`config.mk`:
```
export PLATFORM = sky130hd
export DESIGN_NAME = stack_ctrl_flat
export DESIGN_NICKNAME = d
export VERILOG_FILES = /design/src/rtl/stack_pkg.sv /design/src/rtl/stack_ctrl_if.sv /design/src/rtl/stack_ctrl.sv /design/src/flat_wrapper.sv
export SDC_FILE = /design/constraint.sdc
export NUM_CORES = 1
export LEC_CHECK = 0
export CORE_MARGIN = 2
export CORE_UTILIZATION = 49
export DETAILED_ROUTE_END_ITERATION = 16
export GPL_ROUTABILITY_DRIVEN = 1
export PLACE_DENSITY_LB_ADDON = 0.08
export SYNTH_ARGS = -nofsm -noshare
export SYNTH_HDL_FRONTEND = slang
export SYNTH_SLANG_ARGS = --single-unit
```
`constraint.sdc`:
```
create_clock -name clk -period 3.4 [get_ports clk]
set_input_delay 0.51 -clock clk [delete_from_list [all_inputs] [get_ports clk]]
set_output_delay 0.51 -clock clk [all_outputs]
set_load 0.05 [all_outputs]
```
`src/rtl/stack_pkg.sv`:
```
// rtl/stack_pkg.sv - shared types and sizes for the stack controller and the stack
// Purpose: op and FSM state encodings, data width and stack depth shared by
//          stack_ctrl, stack_ctrl_if and stack.
package stack_pkg;

  localparam int W         = 2;
  localparam int STK_DEPTH = 4;

  typedef enum logic [1:0] {
    OP_PUSH  = 2'b00,
    OP_POP   = 2'b01,
    OP_DRAIN = 2'b10,
    OP_PEEK  = 2'b11
  } op_e;

  typedef enum logic [1:0] {
    ST_IDLE = 2'b00,
    ST_EXEC = 2'b01,
    ST_RESP = 2'b10
  } state_e;

endpackage

```
`src/rtl/stack_ctrl_if.sv`:
```
// rtl/stack_ctrl_if.sv - host command/response handshake bundle for stack_ctrl
// Purpose: groups the host-side request and response channels.
// Signals:
//   cmd_valid/cmd_ready  request handshake, cmd_op/cmd_data request fields
//   rsp_valid/rsp_ready  response handshake, rsp_data/rsp_err/rsp_last fields
// Modports: master = host side, slave = stack_ctrl side.
interface stack_ctrl_if;
  import stack_pkg::*;

  logic         cmd_valid;
  logic         cmd_ready;
  op_e          cmd_op;
  logic [W-1:0] cmd_data;
  logic         rsp_valid;
  logic         rsp_ready;
  logic [W-1:0] rsp_data;
  logic         rsp_err;
  logic         rsp_last;

  modport master (
    output cmd_valid, cmd_op, cmd_data, rsp_ready,
    input  cmd_ready, rsp_valid, rsp_data, rsp_err, rsp_last
  );

  modport slave (
    input  cmd_valid, cmd_op, cmd_data, rsp_ready,
    output cmd_ready, rsp_valid, rsp_data, rsp_err, rsp_last
  );

endinterface

```
`src/rtl/stack_ctrl.sv`:
```
// rtl/stack_ctrl.sv - host-side command initiator for the LIFO stack
// Purpose: accepts push/pop/peek/drain requests, strobes the stack, and returns
//          one response per command (or a beat stream ending in a terminator
//          for drain). Rejected ops are counted in a saturating counter.
// Ports:
//   clk, rst      clock, synchronous active-high reset
//   host          stack_ctrl_if.slave: command and response handshakes
//   stk_push/pop  one-cycle strobes to the stack, only ever in EXEC
//   stk_wdata     push data (0 when not pushing)
//   stk_rdata     stack top, combinational
//   stk_full/empty stack flags, sampled in EXEC
//   err_cnt       saturating count of rejected ops
module stack_ctrl
  import stack_pkg::*;
#(
  parameter int CNT_W = 8
) (
  input  logic             clk,
  input  logic             rst,
  stack_ctrl_if.slave      host,
  output logic             stk_push,
  output logic             stk_pop,
  output logic [W-1:0]     stk_wdata,
  input  logic [W-1:0]     stk_rdata,
  input  logic             stk_full,
  input  logic             stk_empty,
  output logic [CNT_W-1:0] err_cnt
);

  state_e       state;
  op_e          op_q;
  logic [W-1:0] data_q;
  logic         in_exec;
  logic         exec_err;
  logic         drain_beat;
  logic         capture;

  // Strobes depend on the flags seen in the EXEC cycle itself, so they are
  // decoded from the registered state; rst masks any strobe in a reset cycle.
  assign in_exec    = (state == ST_EXEC) && !rst;
  assign stk_push   = in_exec && (op_q == OP_PUSH) && !stk_full;
  assign stk_pop    = in_exec && ((op_q == OP_POP) || (op_q == OP_DRAIN)) && !stk_empty;
  assign stk_wdata  = stk_push ? data_q : '0;

  assign exec_err   = ((op_q == OP_PUSH) && stk_full) ||
                      (((op_q == OP_POP) || (op_q == OP_PEEK)) && stk_empty);
  assign drain_beat = (op_q == OP_DRAIN) && !stk_empty;
  assign capture    = (op_q != OP_PUSH) && !stk_empty;

  always_ff @(posedge clk) begin
    if (rst) begin
      state          <= ST_IDLE;
      op_q           <= OP_PUSH;
      data_q         <= '0;
      host.cmd_ready <= 1'b0;
      host.rsp_valid <= 1'b0;
      host.rsp_data  <= '0;
      host.rsp_err   <= 1'b0;
      host.rsp_last  <= 1'b0;
      err_cnt        <= '0;
    end else begin
      case (state)
        ST_IDLE: begin
          if (host.cmd_valid && host.cmd_ready) begin
            op_q           <= host.cmd_op;
            data_q         <= host.cmd_data;
            host.cmd_ready <= 1'b0;
            state          <= ST_EXEC;
          end else begin
            host.cmd_ready <= 1'b1;
          end
        end
        ST_EXEC: begin
          host.rsp_valid <= 1'b1;
          host.rsp_err   <= exec_err;
          host.rsp_last  <= !drain_beat;
          host.rsp_data  <= capture ? stk_rdata : '0;
          if (exec_err && (err_cnt != '1)) begin
            err_cnt <= err_cnt + CNT_W'(1);
          end
          state <= ST_RESP;
        end
        ST_RESP: begin
          if (host.rsp_ready) begin
            host.rsp_valid <= 1'b0;
            // A drain data beat loops back for the next item; the stack has
            // already updated by the time EXEC samples it again.
            if (!host.rsp_last) begin
              state <= ST_EXEC;
            end else begin
              state          <= ST_IDLE;
              host.cmd_ready <= 1'b1;
            end
          end
        end
        default: begin
          state <= ST_IDLE;
        end
      endcase
    end
  end

endmodule

```
`src/flat_wrapper.sv`:
```
// flat-port wrapper written by rule: the top's interface ports become plain ports
module stack_ctrl_flat import stack_pkg::*;
#(
  parameter int CNT_W = 8
)
  (clk, rst, stk_push, stk_pop, stk_wdata, stk_rdata, stk_full, stk_empty, err_cnt, host_cmd_valid, host_cmd_op, host_cmd_data, host_rsp_ready, host_cmd_ready, host_rsp_valid, host_rsp_data, host_rsp_err, host_rsp_last);
  stack_ctrl_if host_i ();
  input  logic clk;
  input  logic rst;
  output logic stk_push;
  output logic stk_pop;
  output logic [W-1:0] stk_wdata;
  input  logic [W-1:0] stk_rdata;
  input  logic stk_full;
  input  logic stk_empty;
  output logic [CNT_W-1:0] err_cnt;
  input wire logic [$bits(host_i.cmd_valid)-1:0] host_cmd_valid;
  input wire logic [$bits(host_i.cmd_op)-1:0] host_cmd_op;
  input wire logic [$bits(host_i.cmd_data)-1:0] host_cmd_data;
  input wire logic [$bits(host_i.rsp_ready)-1:0] host_rsp_ready;
  output wire logic [$bits(host_i.cmd_ready)-1:0] host_cmd_ready;
  output wire logic [$bits(host_i.rsp_valid)-1:0] host_rsp_valid;
  output wire logic [$bits(host_i.rsp_data)-1:0] host_rsp_data;
  output wire logic [$bits(host_i.rsp_err)-1:0] host_rsp_err;
  output wire logic [$bits(host_i.rsp_last)-1:0] host_rsp_last;
  assign host_i.cmd_valid = host_cmd_valid;
  assign host_i.cmd_op = host_cmd_op;
  assign host_i.cmd_data = host_cmd_data;
  assign host_i.rsp_ready = host_rsp_ready;
  assign host_cmd_ready = host_i.cmd_ready;
  assign host_rsp_valid = host_i.rsp_valid;
  assign host_rsp_data = host_i.rsp_data;
  assign host_rsp_err = host_i.rsp_err;
  assign host_rsp_last = host_i.rsp_last;
  stack_ctrl #(.CNT_W(CNT_W)) u_core (.clk(clk), .rst(rst), .host(host_i), .stk_push(stk_push), .stk_pop(stk_pop), .stk_wdata(stk_wdata), .stk_rdata(stk_rdata), .stk_full(stk_full), .stk_empty(stk_empty), .err_cnt(err_cnt));
endmodule
```
==> run_1/layer_met2.png <==
Scale: 6 px per µm.
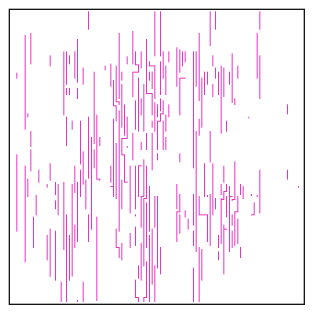
share of all routed wire: 49%
main direction: vertical
longest straight run: 20.1 µm
nets with wire on the layer: 135
wire length on this layer: 1040 µm
met2 GRT Util: 32.2%
final WL: 2120 µm
DR vias: 910

==> run_1/clocks.png <==
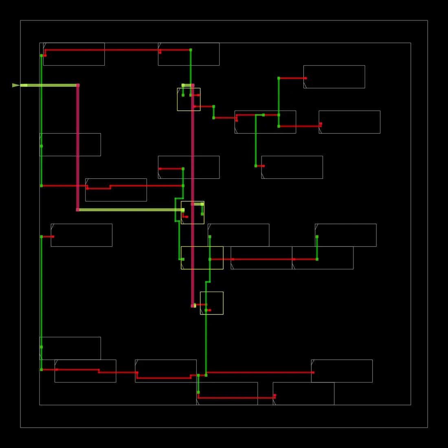
clock group total power: 0.000144 W
flop count: 20
Worst Skew: 0.00598 ns
CTS Sinks: 20
cts bufs inserted: 3

==> run_1/wires.png <==
Scale: 8 px per µm.
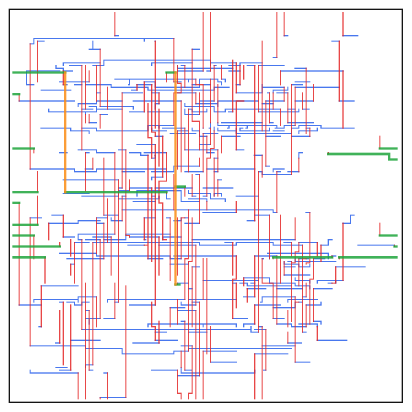
legend:
  red:
    layer: metal 2
    wire_length: 1040 µm
  blue:
    layer: metal 1
    wire_length: 969 µm
  orange:
    layer: metal 4
    wire_length: 41.5 µm
  green:
    layer: metal 3
    wire_length: 71.8 µm

run 1: where the power goes:
group          internal [W]  switching, W
logic             0.0000323     0.0000412
registers          0.000242    0.00000789
clock network     0.0000655     0.0000786
total              0.000340      0.000128
run 1: worst max-delay path: stages:
cell and delay [ns]:
clkdlybuf4s50_1 0.39, buf_4 0.21, nor4b_2 0.35, and2_1 0.18, buf_4 0.19
run 1: area by class of cell:
class | instances | share of cell area, %
Clock buffer | 4 | 2.76
Tap cell | 27 | 2.57
Multi-Input combinational cell | 85 | 40.6
Sequential cell | 20 | 30.5
Inverter | 6 | 1.71
Timing Repair Buffer | 30 | 21.9
==> impl_metrics.env, run 1 <==
# source this file to load flow results
export IMPL_yosysSeqAreaShare_pct=40.5
export IMPL_timing_fmax_mhz=426
export IMPL_routedLengthMet1_um=968
export IMPL_nNetsFinal=163
export IMPL_tightest_slew_ns=0.550
export IMPL_core_area_um2=1940
export IMPL_drive_gt1_share_pct=8.28
export IMPL_postCtsResizedCells=0
export IMPL_dominantRegCellSynth="dfxtp_1"
export IMPL_drv_slew=0
export IMPL_syn_area_per_cell_um2=8.46
export IMPL_use_met3_pct=3.37
export IMPL_area_growth_synth_to_final_pct=32.7
export IMPL_ioPinCount=30
export IMPL_final_util_pct=67.7
export IMPL_area_leaders="dfxtp_1, ha_1, a21oi_1"
export IMPL_grt_max_degree=23
export IMPL_hp_start="u_core.host.rsp_err"
export IMPL_ys_sh_simple_pct=25.0
export IMPL_regArea_um2=400
export IMPL_viasPerCell=5.29
export IMPL_die_h_um=48.9
export IMPL_setup_viol=0
export IMPL_wl_met3_um=71
export IMPL_grt_pass1_wl_um=3630
export IMPL_syn_nets=134
export IMPL_min_delay_path_class="reg2reg"
export IMPL_clock_tree_root_cell="clkbuf_4"
export IMPL_gp_congestion=0.746
export IMPL_top_layer="met4"
export IMPL_aoi_share_pct=15.8
export IMPL_powerDensity_nw_per_um2=356
export IMPL_power_w=0.000468
export IMPL_min_period_ns=2.35
export IMPL_ys_types=30
export IMPL_numSynthFlops=20
export IMPL_fa_ha_area_share_pct=6.32
export IMPL_first_pass_iters=4
export IMPL_cts_tree="yes"
export IMPL_rsz0062_at_grt="false"
export IMPL_grt_pass1_vias=861
export IMPL_synth_warnings=0
export IMPL_largest_reg_flops=8
export IMPL_final_cells=172
export IMPL_arrival_ns=1.84
export IMPL_warnings=29
export IMPL_cts_max_path_buffers=2
export IMPL_wl_per_cell_um=12.3
export IMPL_dp_cells=168
export IMPL_regMostFlops="u_core.err_cnt"
export IMPL_synth_top_cell_area_share_pct=40.5
export IMPL_yosysTopAreaCell="dfxtp_1"
export IMPL_ir_worst_vdd_mv=0.221
export IMPL_die_area_um2=2400
export IMPL_final_common_cell="clkdlybuf4s50_1"
export IMPL_syn_area_um2=990
export IMPL_syn_inst=117
export IMPL_yosys_area_share_xor_xnor_pct=0
export IMPL_dp_hpwl_um=1540
export IMPL_reg2reg_depth=6
export IMPL_fillers=179
export IMPL_startpoint="rst"
export IMPL_place_ws_ns=1.05
export IMPL_dpl_instance_area_um2=1280
export IMPL_worst_skew_pair_late_latency_ns=0.31
export IMPL_clk_pin_slew_ns=0.12
export IMPL_r2r_start="u_core.op_q[1]"
export IMPL_ys_cells=117
export IMPL_holdPathStages=2
export IMPL_gr_max_usage_layer="met2"
export IMPL_comb_area_um2=533
export IMPL_grt_use_total_pct=19.2
export IMPL_crit_type="in2out"
export IMPL_cp_required_ns=2.89
export IMPL_htree_levels=1
export IMPL_die_x_um=48.9
export IMPL_status="finished, final reports clean"
export IMPL_postCtsSetupRepairBufs=0
export IMPL_n_antenna_cell=0
export IMPL_antenna_found_initial=0
export IMPL_mux_share_pct=6.07
export IMPL_finalCritPeriodShare_pct=69.0
export IMPL_netlist_top_cells_count="dfxtp_1, nor2_1, a21oi_1, nand2_1"
export IMPL_ctsHoldBuffers=0
export IMPL_lay_top_cells="clkdlybuf4s50_1, dfxtp_1, nor2_1"
export IMPL_drc=0
export IMPL_fp_util_pct=51.0
export IMPL_synth_most_common_cell="dfxtp_1"
==> run 2: changes to the inputs <==
--- a/config.mk
+++ b/config.mk
@@ -6,7 +6,7 @@
 export NUM_CORES = 1
 export LEC_CHECK = 0
 export CORE_MARGIN = 2
-export CORE_UTILIZATION = 49
+export CORE_UTILIZATION = 45
 export DETAILED_ROUTE_END_ITERATION = 16
 export GPL_ROUTABILITY_DRIVEN = 1
 export PLACE_DENSITY_LB_ADDON = 0.08
==> constraint.sdc (replaced) <==
create_clock -name clk -period 2.44 [get_ports clk]
set_input_delay 0.366 -clock clk [delete_from_list [all_inputs] [get_ports clk]]
set_output_delay 0.366 -clock clk [all_outputs]
set_load 0.05 [all_outputs]
==> run_2/power_grid.png <==
Scale: 8 px per µm. Pins as bars on the die edge. Tap cells in gray.
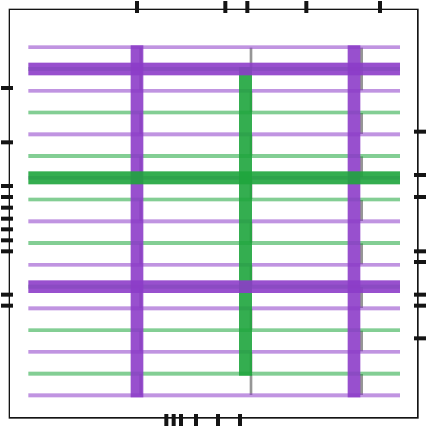
legend:
  purple:
    net: VSS
  green:
    net: VDD
met1 rails: 17
signal pins: 30
rows: 16
Die Span Y: 50.9 µm
chip width: 50.9 µm

==> run_2/layer_met3.png <==
Scale: 6 px per µm. Cells faint in the background.
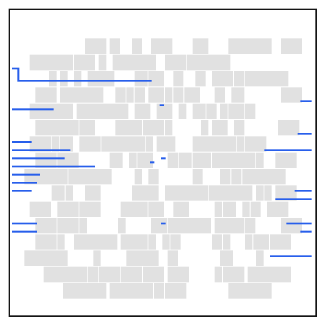
wire length on this layer: 118 µm
share of all routed wire: 5.5%
longest straight run: 22.1 µm
main direction: horizontal

==> impl_metrics.env, run 2 <==
# source this file to load flow results
export IMPL_powerSeq_w=0.000349
export IMPL_routedLengthMet1_um=975
export IMPL_dp_hpwl_um=1600
export IMPL_buffers=31
export IMPL_powerDensity_nw_per_um2=445
export IMPL_area_growth_synth_to_final_pct=38.7
export IMPL_n_all_inverters=6
export IMPL_viasPerCell=5.45
export IMPL_cts_sinks=20
export IMPL_synth_top_cell_area_share_pct=40.5
export IMPL_rsz0062_at_grt="false"
export IMPL_syn_inst=117
export IMPL_warnings=29
export IMPL_regMostFlops="u_core.err_cnt"
export IMPL_tap_cells=27
export IMPL_cts_tree="yes"
export IMPL_clock_tree_root_cell="clkbuf_4"
export IMPL_syn_area_per_cell_um2=8.46
export IMPL_regArea_um2=400
export IMPL_yosysTopAreaCell="dfxtp_1"
export IMPL_p_seq_share_pct=57.1
export IMPL_arrival_ns=1.71
export IMPL_nNetsFinal=164
export IMPL_p_int_w=0.000443
export IMPL_setup_viol=0
export IMPL_dpl_instance_area_um2=1350
export IMPL_wl_met3_um=117
export IMPL_numSynthFlops=20
export IMPL_dominantRegCellSynth="dfxtp_1"
export IMPL_die_area_um2=2590
export IMPL_hp_start="u_core.host.rsp_data[0]"
export IMPL_seq_area_share_pct=29.2
export IMPL_top_power_group="registers"
export IMPL_reg2reg_depth=6
export IMPL_n_antenna_cell=0
export IMPL_drv_slew=0
export IMPL_holdPathStages=2
export IMPL_power_w=0.000610
export IMPL_cp_required_ns=2.07
export IMPL_status="finished, final reports clean"
export IMPL_dominant_cells="logic gates"
export IMPL_startpoint="u_core.state[0]"
export IMPL_postCtsSetupRepairBufs=0
export IMPL_n_clock_buffer=3
export IMPL_p_sw_share_pct=27.3
export IMPL_gp_congestion=0.767
export IMPL_numCtsBuffers=3
export IMPL_worst_skew_pair_late_latency_ns=0.30
export IMPL_comb_power_w=0.000108
export IMPL_clk_pin_slew_ns=0.10
export IMPL_ir_worst_vdd_mv=0.248
export IMPL_ys_cells=117
export IMPL_netlist_top_cells_count="dfxtp_1, nor2_1, a21oi_1, nand2_1"
export IMPL_share_comb_of_total_power_pct=17.7
export IMPL_ioPinCount=30
export IMPL_syn_area_um2=990
export IMPL_wl_per_cell_um=12.5
export IMPL_top_layer="met4"
export IMPL_tightest_slew_ns=0.522
export IMPL_r2r_start="u_core.op_q[1]"
export IMPL_htree_levels=1
export IMPL_syn_nets=134
export IMPL_fillers=174
export IMPL_antenna_found_initial=0
export IMPL_gr_max_usage_layer="met2"
export IMPL_comb_area_um2=548
export IMPL_lay_top_cells="clkdlybuf4s50_1, dfxtp_1, nor2_1"
export IMPL_p_switching_w=0.000167
export IMPL_area_share_clock_buf_inv_pct=1.64
export IMPL_final_common_cell="clkdlybuf4s50_1"
export IMPL_min_period_ns=2.08
==> run 2: cell counts after synthesis <==
Identical to the previous run, type by type.
==> run 2: worst max-delay path, cell delays in order, from the launching register on <==
cell,delay [ns]
dfxtp_1,0.51
nand2b_4,0.16
nor4b_4,0.37
and2_1,0.23
buf_12,0.15
==> run 2: through the flow <==
stage | std cells | utilization, %
2_1_floorplan | 117 | -
3_3_place_gp | 169 | 66.8
3_5_place_dp | 169 | 66.8
4_1_cts | 172 | 67.9
5_1_grt | 172 | 67.9
6_report | 172 | 67.9
==> run 2: cell families after synthesis <==
group	count (synthesis)	share of synthesized area [%]
flops	20	40.5
simple gates	48	25.0
buf+inv	12	6.32
fa+ha+maj	5	6.32
compound gates	26	15.8
mux	6	6.07
==> run 3: changes to the inputs <==
--- a/config.mk
+++ b/config.mk
@@ -6,7 +6,7 @@
 export NUM_CORES = 1
 export LEC_CHECK = 0
 export CORE_MARGIN = 2
-export CORE_UTILIZATION = 45
+export CORE_UTILIZATION = 49
 export DETAILED_ROUTE_END_ITERATION = 16
 export GPL_ROUTABILITY_DRIVEN = 1
 export PLACE_DENSITY_LB_ADDON = 0.08
==> constraint.sdc (replaced) <==
create_clock -name clk -period 2.5 [get_ports clk]
set_input_delay 0.375 -clock clk [delete_from_list [all_inputs] [get_ports clk]]
set_output_delay 0.375 -clock clk [all_outputs]
set_load 0.05 [all_outputs]
==> run_3/power_grid.png <==
Scale: 8 px per µm. Pins as bars on the die edge. Tap cells in gray.
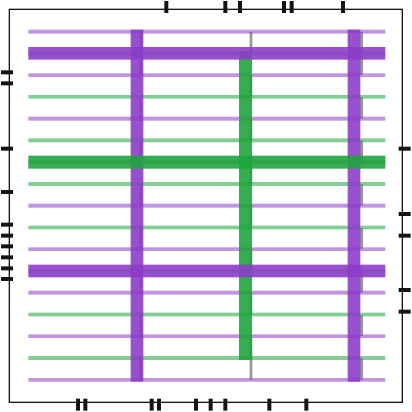
legend:
  purple:
    net: VSS
  green:
    net: VDD
met1 rails: 17
tap cells: 27

==> run_3/clocks.png <==
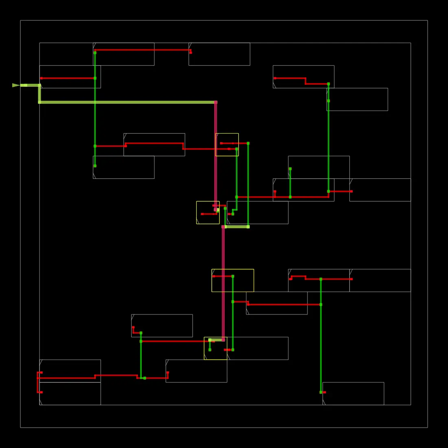
clock group total power: 0.000190 W
Layout clock buffers: 4

==> impl_metrics.env, run 3 <==
# source this file to load flow results
export IMPL_status="finished, final reports clean"
export IMPL_dominant_cells="logic gates"
export IMPL_core_area_um2=1940
export IMPL_buffers=30
export IMPL_yosysTopAreaCell="dfxtp_1"
export IMPL_path_buffers=1
export IMPL_n_antenna_cell=0
export IMPL_viasPerCell=5.26
export IMPL_cts_tree="yes"
export IMPL_hp_start="u_core.host.rsp_err"
export IMPL_max_stage_delay_ns=0.52
export IMPL_fillers=151
export IMPL_ys_types=30
export IMPL_yosys_area_share_xor_xnor_pct=0
export IMPL_grt_use_total_pct=19.3
export IMPL_dp_cells=168
export IMPL_reg2reg_depth=6
export IMPL_area_growth_synth_to_final_pct=39.3
export IMPL_syn_inst=117
export IMPL_cts_max_path_buffers=2
export IMPL_crit_chain="nand2b_4, nor4b_4, and2_1, buf_12"
export IMPL_synth_most_common_cell="dfxtp_1"
export IMPL_crit_slowest_cell="dfxtp_1"
export IMPL_wl_per_cell_um=12.3
export IMPL_postCtsSetupRepairBufs=0
export IMPL_die_x_um=48.9
export IMPL_logic_family="simple AND/OR/NAND/NOR gates"
export IMPL_ys_cells=117
export IMPL_first_pass_iters=4
export IMPL_grt_pass1_wl_um=3650
export IMPL_dominantRegCellSynth="dfxtp_1"
export IMPL_fa_ha_area_share_pct=6.32
export IMPL_rsz0062_at_grt="false"
export IMPL_ctsHoldBuffers=0
export IMPL_warnings=29
export IMPL_syn_nets=134
export IMPL_grt_pass1_vias=818
export IMPL_startpoint="u_core.state[0]"
export IMPL_grt_use_met2_pct=31.5
export IMPL_totalWireLength_um=2110
export IMPL_tap_cells=27
export IMPL_die_area_um2=2400
export IMPL_clk_pin_slew_ns=0.11
export IMPL_netlist_top_cells_count="dfxtp_1, nor2_1, a21oi_1, nand2_1"
export IMPL_cp_required_ns=2.12
export IMPL_synth_top_cell_area_share_pct=40.5
export IMPL_numCtsBuffers=3
export IMPL_tightest_slew_ns=0.496
export IMPL_dp_hpwl_um=1590
export IMPL_wl_met3_um=88
export IMPL_routedLengthMet1_um=971
export IMPL_syn_area_um2=990
export IMPL_timing_fmax_mhz=476
export IMPL_seq_area_share_pct=29.0
export IMPL_drive_gt1_share_pct=8.97
export IMPL_mux_share_pct=6.07
export IMPL_use_met3_pct=3.99
export IMPL_logic_gates=85
export IMPL_postCtsResizedCells=0
export IMPL_crit_type="reg2out"
export IMPL_die_h_um=48.9
export IMPL_syn_area_per_cell_um2=8.46
export IMPL_numSynthFlops=20
export IMPL_area_leaders="dfxtp_1, ha_1, a21oi_1"
export IMPL_largest_reg_flops=8
export IMPL_critPathTopFamily="simple AND/OR/NAND/NOR gates"
export IMPL_gr_max_usage_layer="met2"
export IMPL_final_common_cell="clkdlybuf4s50_1"
export IMPL_arrival_ns=1.73
export IMPL_final_cells=172
export IMPL_cts_sinks=20
export IMPL_yosysSeqAreaShare_pct=40.5
export IMPL_fin_skew_ns=0.00298
export IMPL_fp_util_pct=51.0
export IMPL_nNetsFinal=163
export IMPL_lay_top_cells="clkdlybuf4s50_1, dfxtp_1, nor2_1"
run 3: cell counts after synthesis:
No cell type changed its count.
run 3: metrics by stage:
| stage | area, µm² | utilization, % |
|---|---|---|
| global placement | 1340 | 69.1 |
| detailed placement | 1340 | 69.1 |
| floorplan | 1010 | - |
| global route | 1380 | 71.0 |
| CTS | 1380 | 71.0 |
| finish | 1380 | 71.0 |
run 3: report_power, final:
group          leakage [nW]  switching [W]  internal, W  total (W)
Combinational         0.296      0.0000577    0.0000460   0.000104
Sequential            0.162      0.0000111     0.000330   0.000341
Clock                0.0210       0.000101    0.0000889   0.000190
Total                 0.480       0.000170     0.000464   0.000634
run 3: worst min-delay path, stage by stage (launching register included):
cell	delay, ns
dfxtp_1	0.33
nand2_1	0.05
a21oi_1	0.05
Power is estimated from default activity; no workload was simulated.
